$ cat src/rtl/wm_pkg.sv
// Shared state encoding and actuator decode for the wash sequencer.
// The decode is pure combinational; only FAULT also looks at a sensor input (for the door lock).
package wm_pkg;

  typedef enum logic [3:0] {
    IDLE  = 4'd0,
    FILL  = 4'd1,
    WASH  = 4'd2,
    DRAIN = 4'd3,
    RFILL = 4'd4,
    RINSE = 4'd5,
    SPIN  = 4'd6,
    DONE  = 4'd7,
    FAULT = 4'd8
  } wm_state_e;

  typedef struct packed {
    logic door_locked;
    logic motor_active;
    logic fill_valve_open;
    logic drain_valve_open;
    logic detergent_cycle;
    logic rinse_cycle;
    logic operation_done;
    logic fault;
  } wm_out_t;

  // Pause gates only the water/motor actuators; lock and stage flags keep their decode.
  function automatic wm_out_t wm_decode(input wm_state_e st, input logic paused,
                                        input logic drained);
    wm_out_t o;
    o = '0;
    case (st)
      FILL: begin
        o.door_locked     = 1'b1;
        o.fill_valve_open = !paused;
      end
      WASH: begin
        o.door_locked     = 1'b1;
        o.motor_active    = !paused;
        o.detergent_cycle = 1'b1;
      end
      DRAIN: begin
        o.door_locked      = 1'b1;
        o.drain_valve_open = !paused;
      end
      RFILL: begin
        o.door_locked     = 1'b1;
        o.fill_valve_open = !paused;
        o.rinse_cycle     = 1'b1;
      end
      RINSE: begin
        o.door_locked  = 1'b1;
        o.motor_active = !paused;
        o.rinse_cycle  = 1'b1;
      end
      SPIN: begin
        o.door_locked      = 1'b1;
        o.motor_active     = !paused;
        o.drain_valve_open = !paused;
      end
      DONE: o.operation_done = 1'b1;
      FAULT: begin
        o.fault            = 1'b1;
        o.drain_valve_open = 1'b1;
        o.door_locked      = !drained;
      end
      default: ;
    endcase
    return o;
  endfunction

endpackage

$ cat src/rtl/wash_sequencer_param_if.sv
// Sensor/button inputs and actuator/status outputs of the wash sequencer.
// master = front-end driving sensors; slave = the controller.
interface wash_sequencer_param_if #(
  parameter int RC_W = 4
);
  logic            start_button;
  logic            door_closed;
  logic            pause_button;
  logic            water_filled;
  logic            detergent_added;
  logic            cycle_complete;
  logic            water_drained;
  logic            spin_complete;
  logic            door_locked;
  logic            motor_active;
  logic            fill_valve_open;
  logic            drain_valve_open;
  logic            detergent_cycle;
  logic            rinse_cycle;
  logic            operation_done;
  logic            fault;
  logic [RC_W-1:0] rinse_count;
  logic [3:0]      state;

  modport master (
    output start_button, door_closed, pause_button, water_filled,
           detergent_added, cycle_complete, water_drained, spin_complete,
    input  door_locked, motor_active, fill_valve_open, drain_valve_open,
           detergent_cycle, rinse_cycle, operation_done, fault, rinse_count, state
  );

  modport slave (
    input  start_button, door_closed, pause_button, water_filled,
           detergent_added, cycle_complete, water_drained, spin_complete,
    output door_locked, motor_active, fill_valve_open, drain_valve_open,
           detergent_cycle, rinse_cycle, operation_done, fault, rinse_count, state
  );
endinterface

$ cat src/rtl/wm_stage_timer.sv
// Per-stage watchdog counter: clear wins over enable; expired flags the last allowed cycle.
// Latency: expired is a decode of the registered count; no backpressure.
module wm_stage_timer #(
  parameter int TMR_W          = 16,
  parameter int TIMEOUT_CYCLES = 1000
) (
  input  logic clk,
  input  logic reset,
  input  logic clear,
  input  logic enable,
  output logic expired
);

  localparam logic [TMR_W-1:0] LAST = TMR_W'(TIMEOUT_CYCLES - 1);

  logic [TMR_W-1:0] cnt_q;

  always_ff @(posedge clk) begin
    if (reset) begin
      cnt_q <= '0;
    end else if (clear) begin
      cnt_q <= '0;
    end else if (enable) begin
      cnt_q <= cnt_q + 1'b1;
    end
  end

  // A zero timeout disables the watchdog entirely.
  assign expired = (TIMEOUT_CYCLES != 0) && (cnt_q == LAST);

endmodule

$ cat src/rtl/wash_sequencer_param.sv
// Wash-cycle controller: fill/wash/drain/N rinses/spin with pause, per-stage watchdog, latched fault.
// Latency: Moore outputs one edge after the deciding inputs; no backpressure (level sensors).
module wash_sequencer_param
  import wm_pkg::*;
#(
  parameter int NUM_RINSES     = 2,
  parameter int TIMEOUT_CYCLES = 1000,
  parameter int TMR_W          = 16,
  parameter int RC_W           = 4
) (
  input  logic                         clk,
  input  logic                         reset,
  wash_sequencer_param_if.slave        io
);

  localparam logic [RC_W-1:0] RC_MAX = RC_W'(NUM_RINSES);

  wm_state_e       state_q, state_d;
  logic [RC_W-1:0] rc_q, rc_d;
  logic            paused_q, paused_d;
  logic            exit_ok;
  wm_state_e       exit_to;
  logic            rinse_more;
  logic            tmr_clear, tmr_en, tmr_expired;
  wm_out_t         outs;

  // rinse_count never exceeds NUM_RINSES, so inequality is the "more rinses due" test.
  assign rinse_more = (NUM_RINSES != 0) && (rc_q != RC_MAX);

  always_comb begin
    exit_ok = 1'b0;
    exit_to = state_q;
    case (state_q)
      FILL: begin
        exit_ok = io.water_filled;
        exit_to = WASH;
      end
      WASH: begin
        exit_ok = io.detergent_added & io.cycle_complete;
        exit_to = DRAIN;
      end
      DRAIN: begin
        exit_ok = io.water_drained;
        exit_to = rinse_more ? RFILL : SPIN;
      end
      RFILL: begin
        exit_ok = io.water_filled;
        exit_to = RINSE;
      end
      RINSE: begin
        exit_ok = io.cycle_complete;
        exit_to = DRAIN;
      end
      SPIN: begin
        exit_ok = io.spin_complete;
        exit_to = DONE;
      end
      default: ;
    endcase
  end

  always_comb begin
    state_d  = state_q;
    rc_d     = rc_q;
    paused_d = 1'b0;
    tmr_en   = 1'b0;
    case (state_q)
      IDLE: begin
        if (io.start_button && io.door_closed) begin
          state_d = FILL;
          rc_d    = '0;
        end
      end
      DONE: begin
        if (!io.door_closed) state_d = IDLE;
      end
      FILL, WASH, DRAIN, RFILL, RINSE, SPIN: begin
        // Door and watchdog outrank pause; pause outranks the normal exit.
        if (!io.door_closed) begin
          state_d = FAULT;
        end else if (tmr_expired && !exit_ok) begin
          state_d = FAULT;
        end else if (io.pause_button) begin
          paused_d = 1'b1;
        end else begin
          tmr_en = 1'b1;
          if (exit_ok) begin
            state_d = exit_to;
            if (state_q == RINSE && rc_q != RC_MAX) rc_d = rc_q + 1'b1;
          end
        end
      end
      default: state_d = FAULT;
    endcase
  end

  assign tmr_clear = (state_d != state_q);

  always_ff @(posedge clk) begin
    if (reset) begin
      state_q  <= IDLE;
      rc_q     <= '0;
      paused_q <= 1'b0;
    end else begin
      state_q  <= state_d;
      rc_q     <= rc_d;
      paused_q <= paused_d;
    end
  end

  wm_stage_timer #(
    .TMR_W          (TMR_W),
    .TIMEOUT_CYCLES (TIMEOUT_CYCLES)
  ) u_timer (
    .clk     (clk),
    .reset   (reset),
    .clear   (tmr_clear),
    .enable  (tmr_en),
    .expired (tmr_expired)
  );

  assign outs = wm_decode(state_q, paused_q, io.water_drained);

  assign io.door_locked      = outs.door_locked;
  assign io.motor_active     = outs.motor_active;
  assign io.fill_valve_open  = outs.fill_valve_open;
  assign io.drain_valve_open = outs.drain_valve_open;
  assign io.detergent_cycle  = outs.detergent_cycle;
  assign io.rinse_cycle      = outs.rinse_cycle;
  assign io.operation_done   = outs.operation_done;
  assign io.fault            = outs.fault;
  assign io.rinse_count      = rc_q;
  assign io.state            = state_q;

endmodule

$ cat src/flat_wrapper.sv
// flat-port wrapper written by rule: the top's interface ports become plain ports
module wash_sequencer_param_flat import wm_pkg::*;
#(
  parameter int NUM_RINSES     = 2,
  parameter int TIMEOUT_CYCLES = 1000,
  parameter int TMR_W          = 16,
  parameter int RC_W           = 4
)
  (clk, reset, io_start_button, io_door_closed, io_pause_button, io_water_filled, io_detergent_added, io_cycle_complete, io_water_drained, io_spin_complete, io_door_locked, io_motor_active, io_fill_valve_open, io_drain_valve_open, io_detergent_cycle, io_rinse_cycle, io_operation_done, io_fault, io_rinse_count, io_state);
  wash_sequencer_param_if #(.RC_W(RC_W)) io_i ();
  input  logic clk;
  input  logic reset;
  input wire logic [$bits(io_i.start_button)-1:0] io_start_button;
  input wire logic [$bits(io_i.door_closed)-1:0] io_door_closed;
  input wire logic [$bits(io_i.pause_button)-1:0] io_pause_button;
  input wire logic [$bits(io_i.water_filled)-1:0] io_water_filled;
  input wire logic [$bits(io_i.detergent_added)-1:0] io_detergent_added;
  input wire logic [$bits(io_i.cycle_complete)-1:0] io_cycle_complete;
  input wire logic [$bits(io_i.water_drained)-1:0] io_water_drained;
  input wire logic [$bits(io_i.spin_complete)-1:0] io_spin_complete;
  output wire logic [$bits(io_i.door_locked)-1:0] io_door_locked;
  output wire logic [$bits(io_i.motor_active)-1:0] io_motor_active;
  output wire logic [$bits(io_i.fill_valve_open)-1:0] io_fill_valve_open;
  output wire logic [$bits(io_i.drain_valve_open)-1:0] io_drain_valve_open;
  output wire logic [$bits(io_i.detergent_cycle)-1:0] io_detergent_cycle;
  output wire logic [$bits(io_i.rinse_cycle)-1:0] io_rinse_cycle;
  output wire logic [$bits(io_i.operation_done)-1:0] io_operation_done;
  output wire logic [$bits(io_i.fault)-1:0] io_fault;
  output wire logic [$bits(io_i.rinse_count)-1:0] io_rinse_count;
  output wire logic [$bits(io_i.state)-1:0] io_state;
  assign io_i.start_button = io_start_button;
  assign io_i.door_closed = io_door_closed;
  assign io_i.pause_button = io_pause_button;
  assign io_i.water_filled = io_water_filled;
  assign io_i.detergent_added = io_detergent_added;
  assign io_i.cycle_complete = io_cycle_complete;
  assign io_i.water_drained = io_water_drained;
  assign io_i.spin_complete = io_spin_complete;
  assign io_door_locked = io_i.door_locked;
  assign io_motor_active = io_i.motor_active;
  assign io_fill_valve_open = io_i.fill_valve_open;
  assign io_drain_valve_open = io_i.drain_valve_open;
  assign io_detergent_cycle = io_i.detergent_cycle;
  assign io_rinse_cycle = io_i.rinse_cycle;
  assign io_operation_done = io_i.operation_done;
  assign io_fault = io_i.fault;
  assign io_rinse_count = io_i.rinse_count;
  assign io_state = io_i.state;
  wash_sequencer_param #(.NUM_RINSES(NUM_RINSES), .TIMEOUT_CYCLES(TIMEOUT_CYCLES), .TMR_W(TMR_W), .RC_W(RC_W)) u_core (.clk(clk), .reset(reset), .io(io_i));
endmodule
$ cat config.mk
export PLATFORM = sky130hd
export DESIGN_NAME = wash_sequencer_param_flat
export DESIGN_NICKNAME = d
export VERILOG_FILES = /design/src/rtl/wm_pkg.sv /design/src/rtl/wash_sequencer_param_if.sv /design/src/rtl/wm_stage_timer.sv /design/src/rtl/wash_sequencer_param.sv /design/src/flat_wrapper.sv
export SDC_FILE = /design/constraint.sdc
export NUM_CORES = 1
export LEC_CHECK = 0
export ABC_AREA = 0
export CELL_PAD_IN_SITES_DETAIL_PLACEMENT = 0
export CELL_PAD_IN_SITES_GLOBAL_PLACEMENT = 2
export CORE_MARGIN = 8
export CORE_UTILIZATION = 33
export CTS_BUF_LIST = sky130_fd_sc_hd__clkbuf_16
export CTS_CLUSTER_DIAMETER = 30
export DETAILED_ROUTE_END_ITERATION = 8
export PLACE_DENSITY = 0.8
export SLEW_MARGIN = 15
export SYNTH_ARGS = -nofsm -noshare
export SYNTH_HDL_FRONTEND = slang
export SYNTH_SLANG_ARGS = --single-unit
$ cat constraint.sdc
create_clock -name clk -period 2.3 [get_ports clk]
set_clock_uncertainty 0.1 [all_clocks]
set_input_delay 0.345 -clock clk [delete_from_list [all_inputs] [get_ports clk]]
set_output_delay 0.345 -clock clk [all_outputs]
set_load 0.005 [all_outputs]
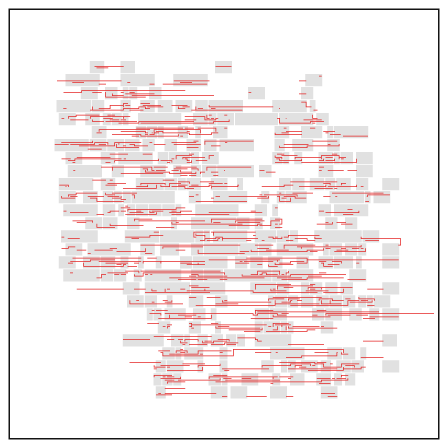
*M1 wires, run 1*
Cells faint in the background.
longest straight run: 25.3 um
nets with wire on the layer: 263
share of all routed wire: 47%
main direction: horizontal
wire length on this layer: 2390 um

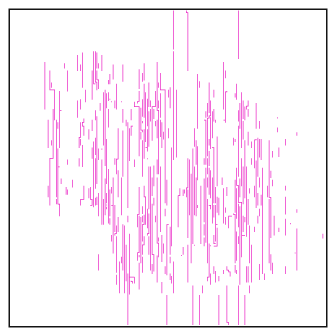
*Met2 routing, run 1*
main direction: vertical
share of all routed wire: 48%
longest straight run: 32.0 um
nets with wire on the layer: 244

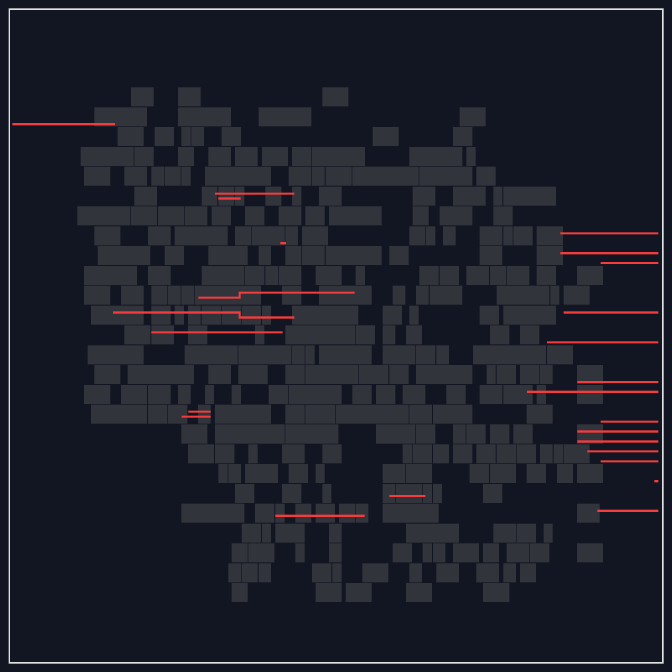
*M3 wires, run 1*
Cells faint in the background.
main direction: horizontal
nets with wire on the layer: 23
share of all routed wire: 5.1%

==> Slide: Implementation Results, run 1 <==
Run Summary

Power
  – P_comb: 160 uW
  – Power Density: 359 mW/mm2
  – Switching Fraction: 23.6%
  – Largest Pwr Group: sequential cells
  – Clock-net power: 385 uW
  – Internal: 750 uW

Floorplan
  – Die width: 89.5 um
  – FP Util: 34.4%

Setup path
  – Critical-path cell with the highest stage delay: o41ai_4
  – WP data required: 2.35 ns
  – Worst path depth: 9
  – Reg-to-Reg Start: u_core.u_timer.cnt_q[1]$_SDFFE_PP0P_
  – Reg2Reg Depth: 9
  – Startpoint Class: flip-flop
  – Worst Path Buf+Inv: 2
  – CP Max Fanout: 8

Final timing
  – Post-layout min period: 2.30 ns

Synthesis
  – Yosys stat area: 0.00178 mm2
  – And+or+nand+nor area frac: 34.4%
  – Post-synth EDFFs: 0
  – Synth mux share: 0.562%
  – Synth Seq Share: 28.1%
  – # Cells Yosys: 202

Route
  – Vias/cell: 4.98
  – Final ANT Viol Nets: 0

Run status
  – Run status: completed

Clock network
  – Longest Clk Path Bufs: 2

GRT
  – Grt met2 use: 22.1%
run 1: stage by stage:
step                setup TNS (ns)  hold slack (ns)  setup slack, ns  cells  utilization (%)
finish                           0            0.439          0.00491    347             52.8
global route                -0.881            0.458          -0.0739    347             52.8
detailed placement           -3.48            0.436           -0.239    336             47.3
global placement             -2.87            0.431           -0.185    336             47.3
floorplan                        0            0.405            0.159    202                -
CTS                              0            0.441           0.0258    340             49.3
run 1: area by class of cell:
class	count	area, um2	share of cell area [%]
Multi-Input combinational cell	160	1270	46.7
Sequential cell	25	510	18.7
Clock inverter	1	3.75	0.137
Inverter	3	11.3	0.412
Tap cell	70	87.6	3.21
Timing Repair Buffer	85	767	28.1
Clock buffer	3	75.1	2.75
==> run 2, diff against run 1 <==
--- a/config.mk
+++ b/config.mk
@@ -12,9 +12,11 @@
 export CORE_UTILIZATION = 33
 export CTS_BUF_LIST = sky130_fd_sc_hd__clkbuf_16
 export CTS_CLUSTER_DIAMETER = 30
+export CTS_CLUSTER_SIZE = 14
 export DETAILED_ROUTE_END_ITERATION = 8
 export PLACE_DENSITY = 0.8
 export SLEW_MARGIN = 15
 export SYNTH_ARGS = -nofsm -noshare
 export SYNTH_HDL_FRONTEND = slang
 export SYNTH_SLANG_ARGS = --single-unit
+export TNS_END_PERCENT = 1
==> Slide: Implementation Results, run 2 <==
Run Summary

Run status
  – Run status: complete, but fails checks
  – Failing checks: negative setup slack

Synthesis
  – And+or+nand+nor area frac: 34.4%
  – Post-synth EDFFs: 0
  – Synth Seq Share: 28.1%
  – Yosys stat area: 0.00178 mm2
  – Synth mux share: 0.562%

Power
  – P_comb: 159 uW
  – Internal: 749 uW

Setup path
  – Critical-path cell with the highest stage delay: o41ai_4
  – WP data required: 2.35 ns
  – Startpoint Class: flip-flop
  – Worst Path Buf+Inv: 2

Layout
  – Clock buf count: 3
  – Multi-input gates: 160
  – Flop share of the area: 18.8%
  – Inverters: 3
  – Buffering overhead: 27.9%
  – Clock network area share: 2.90%
  – Non-clock buffers: 84
  – FFs & Latches: 25

Route
  – Vias/cell: 4.99

Placement
  – Pre-CTS setup slack: -0.239 ns

Floorplan
  – Die width: 89.5 um

Final timing
  – Worst setup margin: -0.0136 ns
  – Final setup viols: 8
## run 2: cell counts after synthesis
Identical to the previous run, type by type.
## run 2: path summary, 6_finish.rpt
check / from / to / depth (start not counted)
worst max register to register: u_core.u_timer.cnt_q[1]$_SDFFE_PP0P_ / u_core.u_timer.cnt_q[14]$_SDFFE_PP0P_ / 9
worst min-delay path: u_core.io.rinse_count[1]$_SDFFE_PP0P_ / u_core.io.rinse_count[1]$_SDFFE_PP0P_ / 2
worst max-delay path: u_core.u_timer.cnt_q[1]$_SDFFE_PP0P_ / u_core.u_timer.cnt_q[14]$_SDFFE_PP0P_ / 9
worst min register to register: u_core.io.rinse_count[1]$_SDFFE_PP0P_ / u_core.io.rinse_count[1]$_SDFFE_PP0P_ / 2
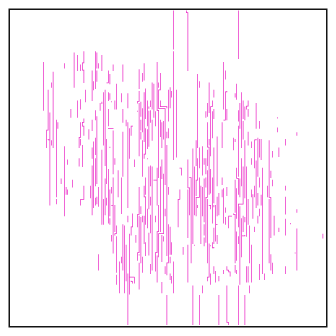
*Met2 routing, run 2*
share of all routed wire: 48%
main direction: vertical

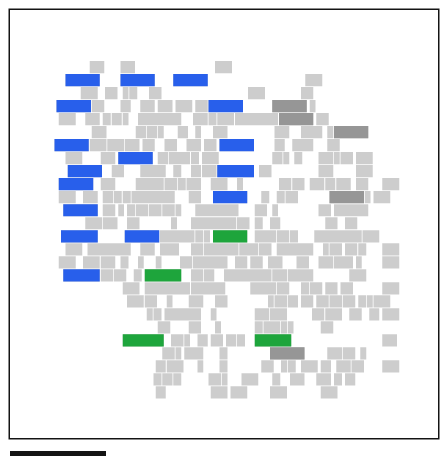
*Sequential cells grouped by signal name, run 2*
Bar = 20 um.
| colour | signal | placed flops |
|---|---|---|
| blue | u_core.u_timer.cnt_q | 16 |
| green | u_core.io.state | 4 |
not coloured: 5

No activity file was given, so power comes from the tool's default toggle rates.
